==> config.mk <==
export PLATFORM = sky130hd
export DESIGN_NAME = signal_change_recorder
export DESIGN_NICKNAME = d
export VERILOG_FILES = /design/src/rtl/signal_change_recorder.sv
export SDC_FILE = /design/constraint.sdc
export NUM_CORES = 1
export LEC_CHECK = 0
export CORE_MARGIN = 5
export CORE_UTILIZATION = 30
export CTS_BUF_LIST = sky130_fd_sc_hd__clkbuf_4 sky130_fd_sc_hd__clkbuf_8
export DETAILED_ROUTE_END_ITERATION = 8
export PLACE_DENSITY = 0.58
export SLEW_MARGIN = 20
export SYNTH_ARGS = -nofsm -noshare
export SYNTH_HDL_FRONTEND = slang
export SYNTH_SLANG_ARGS = --single-unit
==> constraint.sdc <==
create_clock -name clk -period 6.88 [get_ports clk]
set_clock_uncertainty 0.05 [all_clocks]
set_input_delay 1.72 -clock clk [delete_from_list [all_inputs] [get_ports clk]]
set_output_delay 1.72 -clock clk [all_outputs]
set_load 0.02 [all_outputs]
run_1/met1.png
Bar = 100 µm.
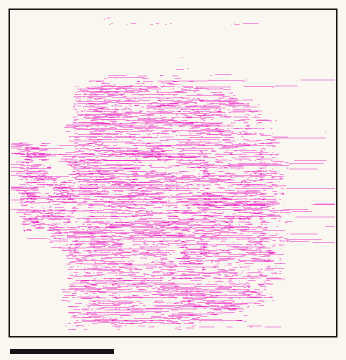
share of all routed wire: 44%
longest straight run: 155 µm
main direction: horizontal
wire length on this layer: 27.0 mm
drt total wl: 61400 µm
detailed-route via count: 13500

run_1/final_clocks.png
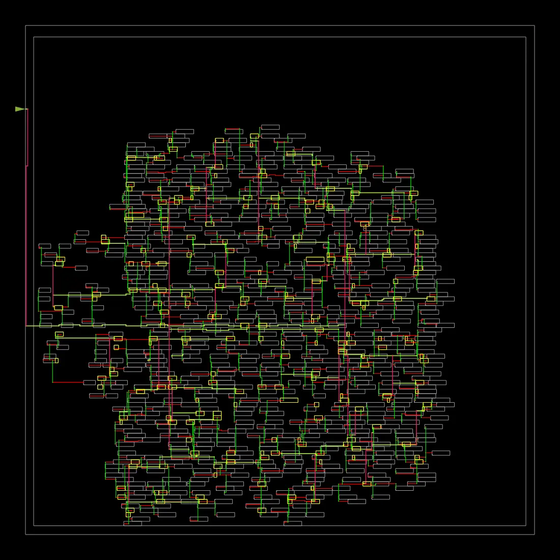
CLK BUF: 160
CTS buffer count: 115
CTS Sinks: 715
num sequential: 715

run_1/registers.png
Bar = 100 µm. Other sequential cells in the stronger gray, the rest of the logic in the fainter gray.
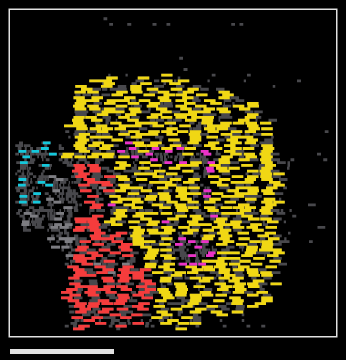
legend:
  `ts_q`:
    color: magenta
    flops: 32
    where: center
  `ts_mem`:
    color: yellow
    flops: 512
  `dropped_count`:
    color: cyan
    flops: 16
    where: west
  `val_mem`:
    color: red
    flops: 128
    where: south-west
not colored: 27
Util after Layout: 35.6%
Flop+latch power: 4.83 mW
storage element area: 20700 µm²

==> results.py <==
# Metrics from the implementation run
metrics = {
    "outcome": {
        "run_status": "complete, no violations",
    },
    "clocking": {
        "htreeDepth": 3,
        "clockBufferDepth": 3,
        "cts-resized-gates": 0,
        "ctsRootBufferMaster": "clkbuf_8",
        "cts.clk_slew.worst_paths_ns": 0.06,
        "worstSkewPairLatency_ns": 0.72,
        "holdBufCountCts": 0,
        "cts_tree": "built",
        "post-cts-setup-buffers": 0,
    },
    "cells_and_area": {
        "layout_top_cells": "edfxtp_1 (640), mux4_2 (200), clkbuf_8 (127)",
        "diodes": 2,
        "drive_gt1_share_pct": 27.3,
        "largest_reg_flops": 512,
        "area_share_nonclk_buffers_pct": 3.41,
        "n_all_inverters": 19,
        "seq_share_pct": 63.5,
        "largest_class": "sequential cells",
        "comb_cells": 552,
        "final_common_cell": "edfxtp_1",
        "syn2layout_area_growth_pct": 17.4,
        "fin_cells": 2847,
        "clk_share_pct": 7.05,
        "comb_area_share_pct": 21.0,
        "multiInputGateArea_um2": 6860,
        "fin_area_um2": 32600,
        "fillerInstances": 8437,
        "fin_nets": 1532,
        "buffers": 106,
    },
    "yosys": {
        "dominantRegCellSynth": "edfxtp_1",
        "synthAoiAreaFrac_pct": 0.913,
        "syn_area_per_cell_um2": 20.5,
        "yosys.area.top_type": "edfxtp_1",
        "syn_area_um2": 27800,
        "ys_types": 45,
        "synthXorXnorAreaFrac_pct": 1.23,
        "synth_seq_share_pct": 74.5,
        "synth_top_area_share_pct": 69.1,
        "synth.area.top_cells": "edfxtp_1 (69%), mux4_2 (16%), dfxtp_1 (5.4%)",
        "ys_area_um2": 27800,
        "syn_inst": 1354,
        "ys_sh_adder_pct": 0.522,
        "synthArstFlopShare_pct": 0,
        "synthesis.nets": 1377,
        "ys_sh_mux_pct": 16.7,
        "yosys.area_share.simple_pct": 4.84,
        "edf_count": 640,
        "synth_flop_count": 715,
        "yosys_warnings": 0,
        "yosys_cells": 1354,
        "top_logic_kind": "multiplexers",
    },
    "drt": {
        "wl_per_cell_um": 21.6,
        "antenna_left": 0,
        "first_pass_iters": 5,
        "routed_via_density": 4.76,
        "drt_iter0_markers": 946,
        "drc": 0,
    },
    "grt": {
        "grt_first_pass_wirelength_um": 91800,
        "grt_max_degree": 79,
        "grt_pass1_vias": 14400,
        "grt_antenna_before_repair": 3,
        "grt_usage_pct": 12.3,
        "grt_overflow": 0,
    },
    "placement": {
        "place_congestion": 0.709,
        "place_area_um2": 30300,
        "placed_cells": 2635,
        "port_buffers": 74,
        "dpl.hpwl_um": 32800,
    },
    "setup_path": {
        "worstSetupPathType": "reg -> out",
        "crit_required_ns": 5.11,
        "reg2reg_setup_slack_ns": 3.72,
        "cp-start-kind": "flop",
        "crit_path_end_kind": "output pin",
        "critPathMaxFanout": 78,
        "worstPathArrival_ns": 3.82,
        "reg2reg_depth": 11,
    },
    "final_timing": {
        "finalHoldViolCount": 0,
        "slew_viol_final": 0,
        "max_slew_margin_pct": 39.2,
        "setup_viol": 0,
        "tightest_slew_ns": 0.911,
        "finalCritPeriodShare_pct": 81.2,
        "rsz0062_at_grt": "no",
        "period_needed_ns": 5.59,
        "clock.fmax_ghz": 0.179,
    },
    "floorplanning": {
        "die_area_um2": 98900,
        "initial_utilization_pct": 30.3,
        "die_x_um": 314,
        "die_h_um": 314,
        "nWellTaps": 1243,
        "coreArea_um2": 91800,
        "num_rows": 111,
        "io_pins": 75,
    },
    "pwr": {
        "ir_drop_uv": 246,
        "finalPower_mw": 10.6,
        "p_per_area_nw_per_um2": 326,
        "p_leak_nw": 9.92,
    },
    "min_path": {
        "min_path_type": "reg -> reg",
        "worstHoldPathCells": 2,
    },
    "flow_run": {
        "drv_cap": 0,
        "warnings": 30,
    },
}
run 1: power breakdown:
group | leakage (nW) | switching, mW | total, mW | internal, mW
combinational | 2.20 | 1.09 | 2.19 | 1.10
sequential | 6.51 | 0.0927 | 4.83 | 4.74
clock | 1.21 | 1.62 | 3.60 | 1.98
run 1: per-layer routing:
| metal | wire [µm] | part of all wire, % | up-vias | global-route usage [%] |
|---|---|---|---|---|
| li1 | - | - | 5871 | - |
| met1 | 27000 | 44 | 7269 | 16.7 |
| met2 | 30400 | 49 | 333 | 20.1 |
| met3 | 3020 | 4.9 | 72 | 2.52 |
| met4 | 997 | 1.6 | 0 | 3.48 |
| met5 | 0 | 0 | - | 0 |
run 1: through the flow:
stage	setup TNS (ns)	setup WS [ns]	hold WS (ns)
final	0	1.29	0.442
after global placement	0	1.58	0.420
after global routing	0	1.07	0.485
after floorplan	-22.87	-0.143	0.409
after CTS	0	1.18	0.445
after detailed placement	0	1.53	0.433
run 1: critical path, cell delays in order, from the launching register on:
cell and delay, ns:
dfxtp_4 0.58, buf_12 0.51, mux4_2 0.59, mux4_2 0.53
and2_1 0.20, clkdlybuf4s50_1 0.55
run 1: synth_stat cells (4+ instances only):
cell	n
edfxtp_1	640
mux4_2	200
dfxtp_1	75
nor2_1	62
and2_1	42
clkbuf_1	41
xnor2_1	32
nand2_1	25
nand3_1	24
nor4_1	24
nor2b_1	20
a21oi_1	19
inv_1	18
buf_2	17
nand4_1	11
ha_1	10
mux2_1	10
buf_1	9
o21ai_0	8
or3_1	7
or4_1	7
xor2_1	7
and4_1	6
nor3_1	6
o31ai_1	6
and3_1	4
nand2b_1	4
Power and IR drop assume default switching activity.
